Run 1, congestion heat map:
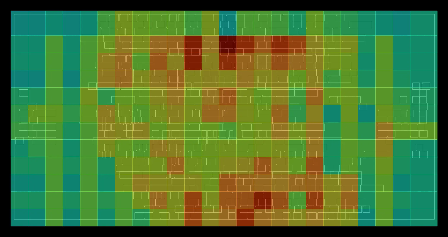
Run 1, gate families picked out:
Drawn at 3 px/µm.
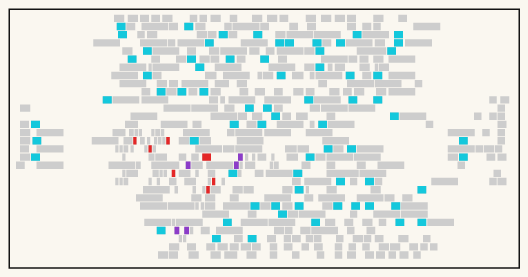
Run 1, wires at chosen ports, followed through buffers:
Drawn at 4 px/µm.
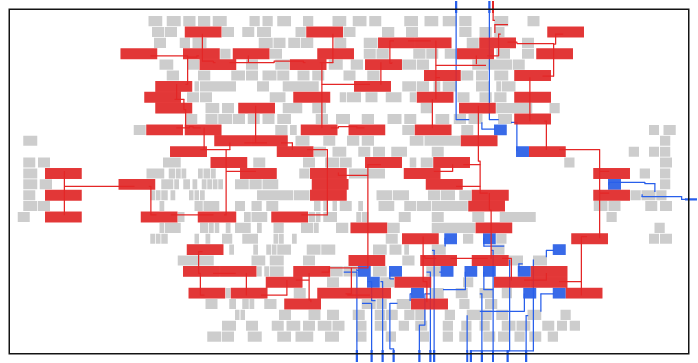
[config.mk]
export PLATFORM = sky130hd
export DESIGN_NAME = ex_mem_reg
export DESIGN_NICKNAME = d
export VERILOG_FILES = /design/src/rtl/ex_mem_reg.sv
export SDC_FILE = /design/constraint.sdc
export NUM_CORES = 1
export LEC_CHECK = 0
export ABC_AREA = 1
export CORE_ASPECT_RATIO = 0.5
export CORE_UTILIZATION = 23
export DETAILED_ROUTE_END_ITERATION = 8
export GPL_TIMING_DRIVEN = 0
export RECOVER_POWER = 25
export SLEW_MARGIN = 20
export SYNTH_ARGS = -nofsm -noshare
export SYNTH_HDL_FRONTEND = slang
export SYNTH_SLANG_ARGS = --single-unit
[constraint.sdc]
create_clock -name clk -period 1.4 [get_ports clk]
set_input_delay 0.28 -clock clk [delete_from_list [all_inputs] [get_ports clk]]
set_output_delay 0.28 -clock clk [all_outputs]
set_load 0.005 [all_outputs]
[src/rtl/ex_mem_reg.sv]
// Execute/memory pipeline register.
// Captures execute results plus the carried-forward memory/writeback control. It supports
// stall (hold), flush (bubble), a halt-drain sequence and a combinational forwarding tap.
// Optional build macro EX_MEM_PERF_EN adds saturating bubble and stall counters.
module ex_mem_reg #(
    parameter int unsigned HALT_DRAIN = 2
) (
    input  logic        clk,
    input  logic        rst,
    input  logic        Stall,
    input  logic        Flush,
    input  logic        ValidIn,
    input  logic [15:0] InstrIn,
    input  logic [15:0] AluResIn,
    input  logic [15:0] StDataIn,
    input  logic [15:0] PcIn,
    input  logic [2:0]  WriteRegAddrIn,
    input  logic        MemEnableIn,
    input  logic        MemWrIn,
    input  logic        HaltIn,
    input  logic        Val2RegIn,
    input  logic        RegWriteIn,
    input  logic [1:0]  LinkRegIn,
    output logic [15:0] InstrOut,
    output logic [15:0] AluResOut,
    output logic [15:0] StDataOut,
    output logic [15:0] PcOut,
    output logic [2:0]  WriteRegAddrOut,
    output logic        MemEnableOut,
    output logic        MemWrOut,
    output logic        HaltOut,
    output logic        Val2RegOut,
    output logic        RegWriteOut,
    output logic [1:0]  LinkRegOut,
    output logic        ValidOut,
    output logic        FwdEn,
    output logic [2:0]  FwdAddr,
    output logic [15:0] FwdData,
`ifdef EX_MEM_PERF_EN
    output logic [15:0] BubbleCnt,
    output logic [15:0] StallCnt,
`endif
    output logic        Halted
);

    typedef enum logic [1:0] {StRun, StDrain, StHalted} state_e;

    localparam logic [3:0] DrainLast = 4'(HALT_DRAIN - 1);

    state_e     state_q, state_d;
    logic [3:0] drain_cnt_q, drain_cnt_d;
    logic       load_en;
    logic       capture;

    // State register and drain counter; stall holds both.
    always_ff @(posedge clk or negedge rst) begin
        if (!rst) begin
            state_q     <= StRun;
            drain_cnt_q <= 4'd0;
        end else begin
            state_q     <= state_d;
            drain_cnt_q <= drain_cnt_d;
        end
    end

    // Next-state: flush still advances the drain, only a plain stall freezes it.
    always_comb begin
        state_d     = state_q;
        drain_cnt_d = drain_cnt_q;
        if (load_en) begin
            unique case (state_q)
                StRun: begin
                    if (capture && ValidIn && HaltIn) begin
                        state_d     = StDrain;
                        drain_cnt_d = 4'd0;
                    end
                end
                StDrain: begin
                    if (drain_cnt_q == DrainLast) begin
                        state_d = StHalted;
                    end else begin
                        drain_cnt_d = drain_cnt_q + 4'd1;
                    end
                end
                default: ;
            endcase
        end
    end

    // Decode of this edge's action from registered state and stall/flush.
    always_comb begin
        load_en = Flush | ~Stall;
        capture = ~Flush & ~Stall & (state_q == StRun);
        Halted  = (state_q == StHalted);
    end

    // Pipeline payload: capture in RUN, bubble on flush or while draining/halted.
    always_ff @(posedge clk or negedge rst) begin
        if (!rst) begin
            InstrOut        <= 16'h0000;
            AluResOut       <= 16'h0000;
            StDataOut       <= 16'h0000;
            PcOut           <= 16'h0000;
            WriteRegAddrOut <= 3'd0;
            MemEnableOut    <= 1'b0;
            MemWrOut        <= 1'b0;
            HaltOut         <= 1'b0;
            Val2RegOut      <= 1'b0;
            RegWriteOut     <= 1'b0;
            LinkRegOut      <= 2'd0;
            ValidOut        <= 1'b0;
        end else if (load_en) begin
            if (capture) begin
                InstrOut        <= InstrIn;
                AluResOut       <= AluResIn;
                StDataOut       <= StDataIn;
                PcOut           <= PcIn;
                WriteRegAddrOut <= WriteRegAddrIn;
                // Control is qualified by ValidIn so a bubble never writes or halts.
                MemEnableOut    <= MemEnableIn & ValidIn;
                MemWrOut        <= MemWrIn & ValidIn;
                HaltOut         <= HaltIn & ValidIn;
                Val2RegOut      <= Val2RegIn & ValidIn;
                RegWriteOut     <= RegWriteIn & ValidIn;
                LinkRegOut      <= LinkRegIn;
                ValidOut        <= ValidIn;
            end else begin
                InstrOut        <= 16'h0000;
                AluResOut       <= 16'h0000;
                StDataOut       <= 16'h0000;
                PcOut           <= 16'h0000;
                WriteRegAddrOut <= 3'd0;
                MemEnableOut    <= 1'b0;
                MemWrOut        <= 1'b0;
                HaltOut         <= 1'b0;
                Val2RegOut      <= 1'b0;
                RegWriteOut     <= 1'b0;
                LinkRegOut      <= 2'd0;
                ValidOut        <= 1'b0;
            end
        end
    end

    // Forwarding tap: loads are excluded because their data is not known until memory.
    always_comb begin
        FwdEn   = ValidOut & RegWriteOut & ~MemEnableOut;
        FwdAddr = WriteRegAddrOut;
        FwdData = AluResOut;
    end

`ifdef EX_MEM_PERF_EN
    logic bubble_load;
    logic stall_evt;

    // Events: any advancing edge that leaves ValidOut low, and a stall not overridden by flush.
    always_comb begin
        bubble_load = load_en & ~(capture & ValidIn);
        stall_evt   = Stall & ~Flush;
    end

    // Saturating counters, frozen once halted.
    always_ff @(posedge clk or negedge rst) begin
        if (!rst) begin
            BubbleCnt <= 16'h0000;
            StallCnt  <= 16'h0000;
        end else if (state_q != StHalted) begin
            if (bubble_load && BubbleCnt != 16'hFFFF) begin
                BubbleCnt <= BubbleCnt + 16'd1;
            end
            if (stall_evt && StallCnt != 16'hFFFF) begin
                StallCnt <= StallCnt + 16'd1;
            end
        end
    end
`endif

endmodule

==> metrics.yaml, run 1 <==
async_flop_share: 1.00
synthToLayoutAreaGrowth_pct: 70.7
numCtsBuffers: 9
grt_pass1_wl_um: 15500
lay_top_cells: "dfrtp_1, clkdlybuf4s50_1, dlygate4sd2_1"
worst_clock_skew_ns: 0.00436
power.density_nw_per_um2: 908
worst_pin_slew_ns: 0.459
clk_latency_ns: 0.33
min_period_ns: 1.36
nFlopsAndLatches: 81
layout_top_cell: "dfrtp_1"
crit_arrival_ns: 1.08
swShare: 0.204
ir_worst_vdd_mv: 0.516
syn_avg_cell_area_um2: 12.9
crit_start: "AluResOut[0]"
grt_use_total: 0.140
syn_inst: 250
status: "complete, no violations"
About 'congestion heat map':
met3 Usage GRT: 0.0318
Final Util: 0.404
met1 GRT Util: 0.165
wire per inst: 14.8 µm
met2 usage: 0.250

About 'gate families picked out':
legend:
  red:
    family: inverters
    cells: 7
    most_used: inv_1
  cyan:
    family: AND-OR and OR-AND gates
    cells: 70
    most_used: a22o_1
  purple:
    family: inverting AOI/OAI gates
    cells: 5
    most_used: o21ai_0

About 'wires at chosen ports, followed through buffers':
legend:
  red:
    port: `rst`
    bits: 1
    direction: input
    end_cells: 81
    buffers: 3
    wire: 640 µm
  blue:
    port: `AluResIn`
    bits: 16
    direction: input
    end_cells: 16
    buffers: 16
    wire: 423 µm

Run 1, clock wires, drivers and flops:
Drawn at 4 px/µm.
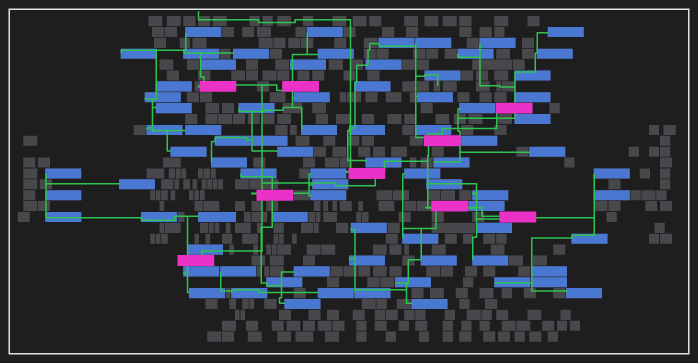

==> run 2: changes to the inputs <==
GPL_ROUTABILITY_DRIVEN = 0   (was default)
PLACE_DENSITY = 0.49   (was default)
clock period = 1.47 ns   (was 1.4 ns; I/O delays follow)
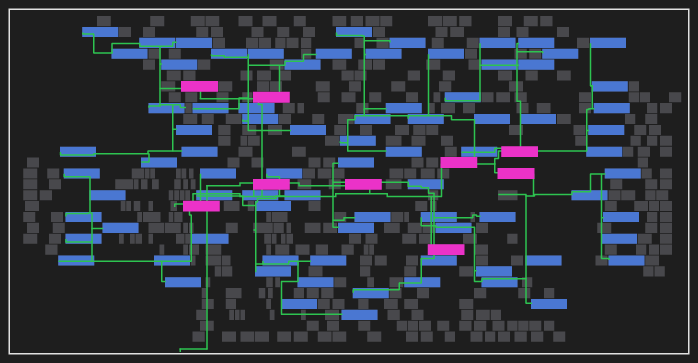
Run 2: clock wires, drivers and flops
Drawn at 4 px/µm.
legend:
  magenta:
    item: cells driving clock nets
    count: 9
  blue:
    item: flip-flops
    count: 81
  green:
    item: clock wires
    length: 1170 µm
flops lie: widely spread

==> metrics.yaml, run 2 <==
status: "complete, no violations"  # unchanged
die_height_um: 85.7  # unchanged
globalRouteMet3Util: 0.0291  # was 0.0318
mux_share: 0  # unchanged
wire_per_inst_um: 15.3  # was 14.8 µm
final_util: 0.406  # was 0.404
warnings: 27  # was 28
layout_top_cell: "dlygate4sd2_1"  # was dfrtp_1
nFlopsAndLatches: 81  # unchanged
crit_start: "AluResOut[5]"  # was AluResOut[0]
syn_inst: 250  # unchanged
ir_worst_vdd_mv: 0.552  # was 0.516 mV
grt_use_total: 0.142  # was 0.140
syn_avg_cell_area_um2: 12.9  # unchanged
synthToLayoutAreaGrowth_pct: 71.6  # was 70.7%
min_period_ns: 1.42
seq-cell-share: 0.366  # was 0.368
clk_latency_ns: 0.33  # about the same
async_flop_share: 1.00  # unchanged
numCtsBuffers: 9  # unchanged
worst_clock_skew_ns: 0.00342  # was 0.00436 ns
use_met1: 0.183  # was 0.165
